$ cat src/rtl/global_branch_predictor_pkg.sv
// +----------------------------------------------------------------------+
// | Module   : global_branch_predictor_pkg                               |
// | Brief    : Counter encodings and FSM states for the gshare predictor |
// | Revision : 1.0                                                       |
// +----------------------------------------------------------------------+
`default_nettype none

package global_branch_predictor_pkg;

    localparam logic [1:0] c_SNT = 2'b00;
    localparam logic [1:0] c_WNT = 2'b01;
    localparam logic [1:0] c_WT  = 2'b10;
    localparam logic [1:0] c_ST  = 2'b11;

    typedef enum logic [0:0] {
        INIT = 1'b0,
        RUN  = 1'b1
    } state_t;

endpackage

`default_nettype wire

$ cat src/rtl/global_branch_predictor_sat_counter2.sv
// +----------------------------------------------------------------------+
// | Module   : sat_counter2                                              |
// | Brief    : Next value of a 2-bit saturating counter toward 'taken'   |
// | Revision : 1.0                                                       |
// +----------------------------------------------------------------------+
`default_nettype none

module sat_counter2
    import global_branch_predictor_pkg::*;
(
    input  logic [1:0] cur,
    input  logic       taken,
    output logic [1:0] nxt
);

    always_comb begin
        nxt = cur;
        case (cur)
            c_SNT:   nxt = taken ? c_WNT : c_SNT;
            c_WNT:   nxt = taken ? c_WT  : c_SNT;
            c_WT:    nxt = taken ? c_ST  : c_WNT;
            c_ST:    nxt = taken ? c_ST  : c_WT;
            default: nxt = cur;
        endcase
    end

endmodule

`default_nettype wire

$ cat src/rtl/global_branch_predictor.sv
// +----------------------------------------------------------------------+
// | Module   : global_branch_predictor                                   |
// | Brief    : Gshare predictor: PHT of 2-bit counters indexed by PC^GHR |
// | Revision : 1.0                                                       |
// +----------------------------------------------------------------------+
`default_nettype none

module global_branch_predictor
    import global_branch_predictor_pkg::*;
#(
    parameter int IDX_BITS  = 8,
    parameter int HIST_BITS = 8
) (
    input  logic                clk,
    input  logic                reset,
    input  logic [31:0]         pc_F,
    output logic                predict_F,
    output logic [IDX_BITS-1:0] pred_idx_F,
    output logic                ready,
    input  logic                upd_valid_D,
    input  logic                upd_taken_D,
    input  logic                upd_pred_D,
    input  logic [IDX_BITS-1:0] upd_idx_D,
    output logic                mispredict_D,
    output logic [31:0]         branch_count,
    output logic [31:0]         mispred_count
);

    localparam int                c_ENTRIES   = 2 ** IDX_BITS;
    localparam logic [IDX_BITS-1:0] c_WALK_LAST = '1;

    logic [1:0]           r_pht [c_ENTRIES];
    logic [HIST_BITS-1:0] r_ghr;
    logic [IDX_BITS-1:0]  r_walk;
    logic [31:0]          r_branch_count;
    logic [31:0]          r_mispred_count;
    state_t               r_state;
    state_t               w_state_nxt;
    logic                 w_walk_we;
    logic                 w_upd_en;
    logic                 w_ready;
    logic                 w_mispredict;
    logic [1:0]           w_cnt_nxt;

    // Only the word-aligned index bits of the PC take part in the lookup.
    wire w_unused_pc = &{1'b0, pc_F[31:IDX_BITS+2], pc_F[1:0]};

    assign pred_idx_F    = pc_F[IDX_BITS+1:2] ^ IDX_BITS'(r_ghr);
    assign predict_F     = w_ready & r_pht[pred_idx_F][1];
    assign ready         = w_ready;
    assign mispredict_D  = w_mispredict;
    assign branch_count  = r_branch_count;
    assign mispred_count = r_mispred_count;

    sat_counter2 u_sat_counter2 (
        .cur   (r_pht[upd_idx_D]),
        .taken (upd_taken_D),
        .nxt   (w_cnt_nxt)
    );

    always_ff @(posedge clk) begin
        if (!reset) r_state <= INIT;
        else        r_state <= w_state_nxt;
    end

    always_comb begin
        w_state_nxt  = r_state;
        w_ready      = 1'b0;
        w_walk_we    = 1'b0;
        w_upd_en     = 1'b0;
        w_mispredict = 1'b0;
        case (r_state)
            INIT: begin
                w_walk_we = 1'b1;
                if (r_walk == c_WALK_LAST) w_state_nxt = RUN;
            end
            RUN: begin
                w_ready      = 1'b1;
                w_upd_en     = upd_valid_D;
                w_mispredict = upd_valid_D & (upd_taken_D != upd_pred_D);
            end
            default: w_state_nxt = INIT;
        endcase
    end

    always_ff @(posedge clk) begin
        if (!reset) begin
            r_walk          <= '0;
            r_ghr           <= '0;
            r_branch_count  <= '0;
            r_mispred_count <= '0;
        end else begin
            if (w_walk_we) r_walk <= r_walk + 1'b1;
            if (w_upd_en) begin
                r_ghr          <= {r_ghr[HIST_BITS-2:0], upd_taken_D};
                r_branch_count <= r_branch_count + 32'd1;
                if (w_mispredict) r_mispred_count <= r_mispred_count + 32'd1;
            end
        end
    end

    // PHT has no reset of its own; the INIT walk rewrites every entry.
    always_ff @(posedge clk) begin
        if (reset) begin
            if (w_walk_we)     r_pht[r_walk]    <= c_WNT;
            else if (w_upd_en) r_pht[upd_idx_D] <= w_cnt_nxt;
        end
    end

endmodule

`default_nettype wire

$ cat config.mk
export PLATFORM = sky130hd
export DESIGN_NAME = global_branch_predictor
export DESIGN_NICKNAME = d
export VERILOG_FILES = /design/src/rtl/global_branch_predictor_pkg.sv /design/src/rtl/global_branch_predictor_sat_counter2.sv /design/src/rtl/global_branch_predictor.sv
export SDC_FILE = /design/constraint.sdc
export NUM_CORES = 1
export LEC_CHECK = 0
export CORE_UTILIZATION = 60
export DETAILED_ROUTE_END_ITERATION = 6
export HOLD_SLACK_MARGIN = 0.06
export PLACE_DENSITY = 0.79
export SLEW_MARGIN = 20
export SYNTH_ARGS = -nofsm -noshare
export SYNTH_HDL_FRONTEND = slang
export SYNTH_SLANG_ARGS = --single-unit
$ cat constraint.sdc
create_clock -name clk -period 33.2 [get_ports clk]
set_clock_uncertainty 0.2 [all_clocks]
set_input_delay 6.64 -clock clk [delete_from_list [all_inputs] [get_ports clk]]
set_output_delay 6.64 -clock clk [all_outputs]
set_load 0.05 [all_outputs]
==> results.py, run 1 <==
# Synthesis and PnR figures
metrics = {
    "route": {
        "firstDrtPassIters": 6,
        "dr.first_iter.drc_count": 2351,
        "final_antenna_net_count": 0,
        "via_per_inst": 6.696,
        "drc": 0,
    },
    "die": {
        "die_height_um": 213.3,
        "initial_core_util_pct": 60.70,
        "coreArea_um2": 44120,
        "well_tap_count": 592,
        "rows": 77,
        "chipArea_um2": 45490,
        "num_io_pins": 120,
        "die_x_um": 213.3,
    },
    "global_routing": {
        "antenna_found_initial": 1,
        "grt_pass1_vias": 16590,
        "grt_pass1_wl_um": 98620,
        "grt_overflow": 0,
        "grt_max_degree": 109,
    },
    "logic_synthesis": {
        "netlist_area_um2": 26780,
        "ys.flops": 593,
        "ys_area_um2": 26780,
        "yosys.area_share.adder_pct": 0.1402,
        "top_area_cell": "edfxtp_1",
        "yosys-stat-cells": 1744,
        "ys_sh_aoi_pct": 3.630,
        "syn_inst": 1744,
        "synth-async-reset-ratio_pct": 0,
        "floorplan.nets": 1792,
        "avgSynthCellArea_um2": 15.36,
        "synth-simple-area-share_pct": 9.530,
        "xor_share_pct": 2.028,
        "synth.distinct_cells": 56,
        "synth_top_flop_cell": "edfxtp_1",
        "yosysTopAreaCellShare_pct": 57.41,
        "logic_family": "multiplexers",
        "synth.area.mux_share_pct": 19.20,
        "edf_count": 512,
        "ys_warn_count": 0,
        "synth_seq_share_pct": 63.46,
        "top_cells_by_area": "edfxtp_1 57%, mux4_2 17%, dfxtp_1 6.1%",
    },
    "power_and_ir_drop": {
        "powerDensity_nw_per_um2": 50.54,
        "p_int_uw": 1200,
        "p_sw_uw": 324.1,
        "p_clk_share_pct": 42.8,
        "power.share.sequential_pct": 52.4,
        "p_leak_uw": 0.01008,
        "combPwrFrac_pct": 4.8,
        "swShare_pct": 21.27,
        "ir_worst_vdd_mv": 0.03891,
    },
    "cells_and_area": {
        "clock_area_share_pct": 6.249,
        "nonClockInverterCount": 5,
        "num-nonclk-buffers": 126,
        "buf_share_pct": 3.901,
        "top_area_cell_class": "sequential cells",
        "final_nets": 1864,
        "clkbuf_count": 78,
        "area_delta_synth_final_pct": 12.58,
        "fill_cells": 2932,
        "comb_cells": 1032,
        "final_cells": 2457,
        "antenna_cells": 1,
        "logic_area_um2": 9333,
        "comb_area_share_pct": 30.95,
        "nFlopsAndLatches": 593,
        "drive_gt1_share_pct": 18.51,
    },
    "final_timing": {
        "layout_setup_ws_ns": 14.69,
        "setup_viol": 0,
        "tightest_slew_ns": 1.228,
        "fin_crit_sh_pct": 55.75,
        "max_slew_margin_pct": 17.91,
        "rsz0062_at_grt": "false",
        "holdWs_ns": 0.2776,
        "finalHoldViolCount": 0,
        "fmax_mhz": 54.03,
        "period_minus_slack_ns": 18.51,
        "final-max-slew-violation-count": 0,
        "setup_tns_ns": 0,
    },
    "job": {
        "max_cap_viol_count": 0,
        "warnings": 56,
    },
    "worst_setup_path": {
        "cp.arrival_ns": 11.67,
        "critPathLaunchType": "input pin",
        "critical_path_required_ns": 26.36,
        "path_class": "input pin to output pin",
        "cp_max_fo": 40,
        "worstSetupEndpointType": "output pin",
    },
    "worst_hold_path": {
        "worstHoldPathType": "register to register",
    },
    "clock_network": {
        "clockRootBuffer": "clkbuf_16",
        "path_clk_slew_ns": 0.06,
        "ctsHoldBuffers": 0,
        "cts_buffers": 58,
        "htree_levels": 2,
        "clk_path_buf_depth": 3,
        "cts_tree": "yes",
        "post-cts-setup-buffer-count": 0,
        "clock_latency_ns": 0.64,
        "cts.sinks": 593,
        "ctsResizeCount": 0,
    },
    "placement": {
        "place_congestion": 0.9203,
        "dp_cells": 2348,
        "io_buffers": 95,
        "place_hpwl_um": 39750,
        "dpl_worst_slack_ns": 14.70,
    },
    "outcome": {
        "outcome": "completed",
    },
}
run 1: placed cells by master, fill, tap and decap left out, drive strengths merged, types with 5 or more instances in the layout:
cell             n
a21oi           11
and3            16
xnor2           45
nand4           12
dfxtp           81
mux2i           58
and2            57
nand2          109
clkinv          22
or3             19
nor2           275
xor2            17
mux4           200
o22ai           22
buf             35
nand3           25
clkdlybuf4s50   91
clkbuf          78
edfxtp         512
nor2b           11
inv              6
a21boi          27
nand3b           5
and4             5
o21ai           31
nand2b          10
o221ai          20
mux2             5
nor3             8
run 1: routing by layer:
| layer | global-route usage (%) | wire length, um |
|---|---|---|
| met4 | 13.69 | 2997 |
| met5 | 0 | 0 |
| met3 | 6.766 | 7378 |
| met1 | 38.98 | 23900 |
| met2 | 48.01 | 31990 |
run 1: power by group through the flow:
| stage | registers [uW] | logic (uW) | clock network [uW] |
|---|---|---|---|
| after global placement | 814 | 70.5 | 0 |
| after detailed placement | 815 | 71.4 | 0 |
| final | 799 | 72.8 | 652 |
| after floorplan | 814 | 49.9 | 0 |
| after global routing | 798 | 75.8 | 683 |
| after CTS | 799 | 72.0 | 657 |
run 1: critical path, stage by stage:
cell and delay, ns:
clkdlybuf4s50_1 0.55, xor2_4 0.15, buf_4 0.72, buf_4 0.63, mux4_2 0.61, mux4_2 0.52
mux4_2 0.50, mux2_2 0.32, a32o_1 0.27, clkdlybuf4s50_1 0.72
run 1: state kept, by name, indices dropped and copies added, names as in the netlist:
register       cells
r_pht            512
branch_count      32
mispred_count     32
r_ghr              8
r_walk             8
r_state            1
run 1: kinds of logic after synthesis:
kind of cell               after synthesis
muxes                                  263
buffers and inverters                  119
adders and majority gates                3
DFF                                    593
and+or+nand+nor                        563
AOI/OAI and AO/OA                      141
xor gates and xnor gates                62
run 1: path summary, 6_finish.rpt:
check	startpoint	endpoint	slack, ns	cells after the start
worst min register to register	r_ghr[7]	r_ghr[7]	0.28	2
worst max register to register	r_pht[176][0]	r_pht[104][0]	28.72	10
worst max-delay path	pc_F[2]	predict_F	14.69	10
worst min-delay path	r_ghr[7]	r_ghr[7]	0.28	2
run 1: synth_stat cells, types with 3 or more instances:
cell,n
a2111oi_0,3
clkbuf_1,72
a211oi_1,3
a21oi_1,11
nand3_1,25
and3_1,16
buf_4,13
nand4_1,12
xor2_1,17
buf_6,3
nand3b_1,5
mux4_2,200
o211ai_1,3
nand2b_1,10
a21boi_0,27
dfxtp_1,81
o221ai_1,20
o31ai_1,4
inv_1,3
mux2_2,5
xnor2_1,45
and2_1,56
or2_2,3
nor2_1,275
buf_2,17
mux2i_1,58
and4_1,5
nor3_1,8
nor2b_1,11
ha_1,3
or3_1,19
a22o_1,4
o22ai_1,22
edfxtp_1,512
o21ai_0,30
nand2_1,109
buf_1,9
run 1: per-stage QoR:
step,instance area [um^2],power [uW]
2_1_floorplan,26780,864.1
3_3_place_gp,28260,885.0
3_5_place_dp,28260,886.0
4_1_cts,30150,1528
5_1_grt,30150,1558
6_report,30150,1524
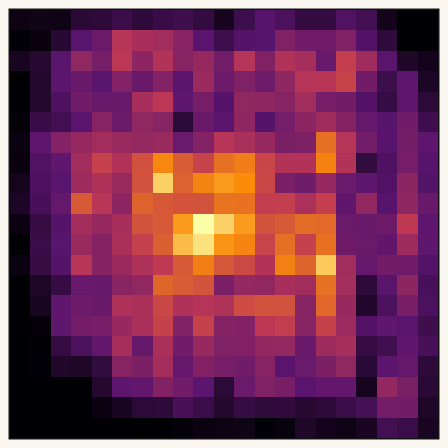
Run 1: signal metal coverage by tile
The die is cut into 21 by 21 equal tiles; black is low, pale yellow is high, scaled to the fullest tile. Values are wire area over tile area, all layers added.
densest ninth of the die: centre
tiles over half the peak: 16%
emptiest ninth of the die: lower left
fullest tile: 0.80
Via Count: 16450
final wirelength: 66270 um
post-DR wirelength/cell: 26.97 um
Total Routing Usage GR: 29.83%

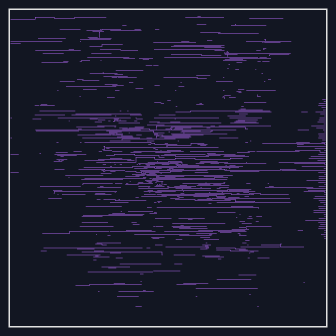
Run 1: metal 3
main direction: horizontal
share of all routed wire: 11%
met3 Track Usage GR: 6.766%

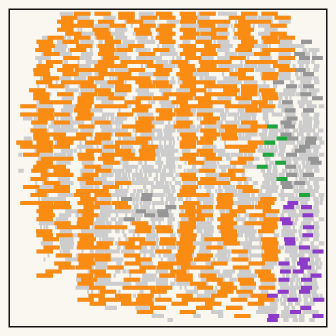
Run 1: sequential cells grouped by signal name
| netlist name | colour | flops | where |
|---|---|---|---|
| r_ghr | green | 8 | middle right |
| mispred_count | purple | 32 | lower right |
| r_pht | orange | 512 | spread over the die |
not coloured: 41
Final Util: 68.33%
sequential cell power: 799 uW
FF/Latch Area: 17000 um^2
fraction of area in registers: 56.37%

==> inputs of run 2 (changes only) <==
--- a/config.mk
+++ b/config.mk
@@ -5,10 +5,10 @@
 export SDC_FILE = /design/constraint.sdc
 export NUM_CORES = 1
 export LEC_CHECK = 0
-export CORE_UTILIZATION = 60
+export CORE_UTILIZATION = 55
 export DETAILED_ROUTE_END_ITERATION = 6
 export HOLD_SLACK_MARGIN = 0.06
-export PLACE_DENSITY = 0.79
+export PLACE_DENSITY = 0.76
 export SLEW_MARGIN = 20
 export SYNTH_ARGS = -nofsm -noshare
 export SYNTH_HDL_FRONTEND = slang
==> constraint.sdc (replaced) <==
create_clock -name clk -period 16.35 [get_ports clk]
set_clock_uncertainty 0.2 [all_clocks]
set_input_delay 3.27 -clock clk [delete_from_list [all_inputs] [get_ports clk]]
set_output_delay 3.27 -clock clk [all_outputs]
set_load 0.05 [all_outputs]
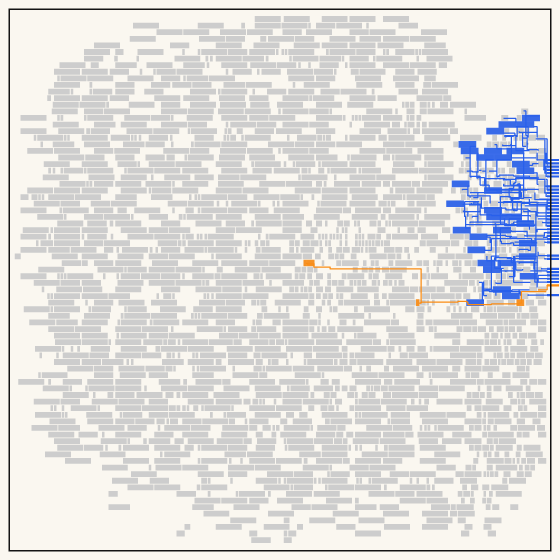
Run 2: nets reached from selected ports
| port | colour | direction | edge | end cells | buffers | wire |
|---|---|---|---|---|---|---|
| upd_taken_D | orange | input | right | 4 | 1 | 130 um |
| branch_count | blue | output | right | 32 | 32 | 1270 um |
num ports: 120
IO buf count: 95

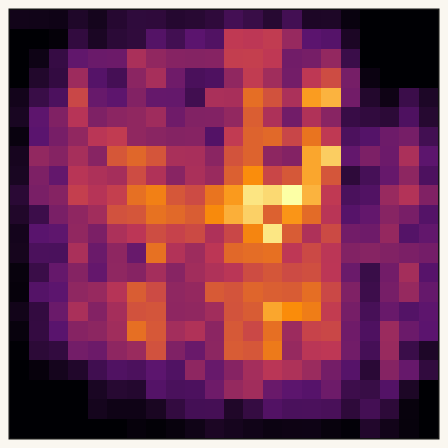
Run 2: signal metal coverage by tile
The die is cut into 22 by 22 equal tiles; black is low, pale yellow is high, scaled to the fullest tile. Values are wire area over tile area, all layers added.
nearly empty tiles: 9.3%
densest ninth of the die: centre
fullest tile: 0.69
emptiest ninth of the die: lower left
Via Count: 16370
final wirelength: 65900 um
Total Routing Usage GR: 27.10%

==> run 2 against run 1 <==
Final cell count is 1.2% higher. Sequential share of layout area down 0.31 points. Non-clock buffer count rose by 5.
==> results.py, run 2 <==
# Synthesis and PnR figures
metrics = {
    "route": {
        "drc": 0,
        "final_antenna_net_count": 0,
        "via_per_inst": 6.585,
        "firstDrtPassIters": 6,
        "routedWlPerCell_um": 26.51,
    },
    "clock_network": {
        "clk_path_buf_depth": 3,
        "ctsResizeCount": 0,
        "clockRootBuffer": "clkbuf_16",
        "post-cts-setup-buffer-count": 0,
        "cts.sinks": 593,
        "path_clk_slew_ns": 0.06,
        "clock_latency_ns": 0.62,
        "ctsHoldBuffers": 0,
        "cts_tree": "yes",
        "htree_levels": 2,
    },
    "worst_setup_path": {
        "slowest_stage": "xor2_4",
        "worstPathCellList": "clkdlybuf4s50_1, xor2_4, buf_4, mux4_2, mux4_2, mux4_2, mux2_2, a32o_1, clkdlybuf4s50_1",
        "worstSetupEndpointType": "output pin",
        "slowest_delay_ns": 0.81,
        "critPathMostFrequentCell": "mux4_2",
        "critical_path_required_ns": 12.88,
        "path_class": "input pin to output pin",
        "critPathLaunchType": "input pin",
        "cp.arrival_ns": 8.22,
    },
    "cells_and_area": {
        "lay_top_cells": "512 x edfxtp_1, 275 x nor2_1, 200 x mux4_2, 109 x nand2_1, 91 x clkdlybuf4s50_1",
        "area_delta_synth_final_pct": 13.21,
        "final_cell_area_um2": 30320,
        "top_register": "r_pht",
        "final_common_cell": "edfxtp_1",
        "antenna_cells": 0,
        "fill_cells": 3356,
        "drive_gt1_share_pct": 18.76,
        "final_cells": 2486,
        "largest_reg_flops": 512,
        "final_nets": 1870,
    },
    "placement": {
        "place_congestion": 0.8454,
        "place_hpwl_um": 39640,
        "dp_cells": 2375,
        "place_area_um2": 28320,
        "dpl_worst_slack_ns": 4.621,
    },
    "die": {
        "die_height_um": 222.7,
        "rows": 80,
        "coreArea_um2": 47850,
        "die_x_um": 222.7,
        "chipArea_um2": 49580,
    },
    "global_routing": {
        "grt_busiest_layer": "met2",
        "antenna_found_initial": 1,
        "grt_pass1_wl_um": 100100,
        "use_met2_pct": 43.45,
        "grt_max_degree": 117,
        "grt_pass1_vias": 16690,
    },
    "logic_synthesis": {
        "synth_top_flop_cell": "edfxtp_1",
        "top_cells_by_area": "edfxtp_1 57%, mux4_2 17%, dfxtp_1 6.1%",
        "ys_warn_count": 0,
        "yosys-stat-cells": 1744,
        "top_area_cell": "edfxtp_1",
        "synth.distinct_cells": 56,
        "netlist_area_um2": 26780,
        "yosysTopAreaCellShare_pct": 57.41,
        "post-synth-top-count-cell": "edfxtp_1",
        "syn_inst": 1744,
        "ys_area_um2": 26780,
        "synth_seq_share_pct": 63.46,
        "avgSynthCellArea_um2": 15.36,
        "netlist_top_cells_count": "512 x edfxtp_1, 275 x nor2_1, 200 x mux4_2",
    },
    "final_timing": {
        "holdWs_ns": 0.2835,
        "setup_viol": 0,
        "final-max-slew-violation-count": 0,
        "fmax_mhz": 85.57,
        "max_slew_margin_pct": 17.97,
        "fin_crit_sh_pct": 71.48,
        "layout_setup_ws_ns": 4.664,
        "tightest_slew_ns": 1.218,
        "setup_tns_ns": 0,
        "finalHoldViolCount": 0,
    },
    "worst_hold_path": {
        "worstHoldPathType": "register to register",
    },
    "job": {
        "warnings": 53,
        "max_cap_viol_count": 0,
    },
    "power_and_ir_drop": {
        "p_sw_uw": 668.0,
        "power.share.sequential_pct": 51.3,
        "swShare_pct": 21.13,
        "combPwrFrac_pct": 4.8,
        "p_leak_uw": 0.01015,
        "powerDensity_nw_per_um2": 104.3,
        "p_clk_share_pct": 43.9,
        "p_int_uw": 2493,
    },
    "outcome": {
        "outcome": "completed",
    },
}
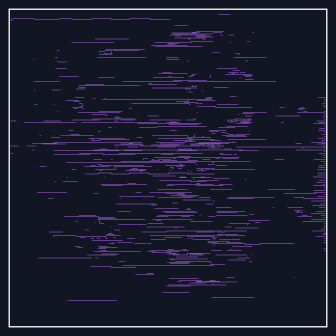
Run 2: metal 3
met3 Track Usage GR: 5.422%

## run 2: cell counts after synthesis
No cell type changed its count.
## run 2: area by class of cell
cell class              count  area [um^2]  share of cell area [%]
multi-input cells        1032         9333                   30.78
clock inverters            37        425.4                   1.403
well taps                 615        769.5                   2.538
clock buffers              73         1539                   5.076
repair buffers            131         1237                   4.081
inverters                   5        18.77                 0.06190
flip-flops and latches    593        17000                   56.06
## run 2: critical path: cells and delay by family
kind | cells | cell delay [ns]
AND-OR/OR-AND | 1 | 0.26
multiplexers | 4 | 1.96
buffers and inverters | 3 | 1.89
XOR/XNOR | 1 | 0.81
## run 2: power by group through the flow
stage	sequential, uW	clock [uW]	combinational, uW
floorplan	1650	0	104
global placement	1650	0	148
detailed placement	1650	0	150
CTS	1620	1400	151
global route	1620	1460	158
finish	1620	1390	151
## run 2: logic make-up (layout without fill, tap and decap cells)
logic type | Yosys count | in the layout | share of synthesized area (%)
flops | 593 | 593 | 63.46
mux | 263 | 263 | 19.20
xor+xnor | 62 | 62 | 2.028
fa+ha+maj | 3 | 3 | 0.1402
simple gates | 563 | 563 | 9.531
buf+inv | 119 | 246 | 2.014
compound gates | 141 | 141 | 3.630
## run 2: per-stage QoR
stage               utilization, %  power [uW]
finish                       63.37        3161
global route                 63.37        3234
CTS                          63.30        3175
detailed placement           59.20        1804
global placement             59.20        1802
floorplan                        -        1757
## run 2: worst paths after layout
path                 start            end  cells after the start  slack (ns)
max                pc_F[2]      predict_F                      9        4.66
min               r_ghr[7]       r_ghr[7]                      2        0.28
max reg2reg  r_pht[119][0]  r_pht[143][1]                     10       11.62
min reg2reg       r_ghr[7]       r_ghr[7]                      2        0.28
## run 2: metal layers
layer  part of all wire, %  vias to the layer above  routed length, um
met1                    38                     8281              24850
li1                      -                     6943                  -
met3                   9.6                      170               6330
met4                   4.7                        2               3070
met5                 0.017                        -                 11
met2                    48                      974              31640
No activity file was given, so power comes from the tool's default toggle rates.
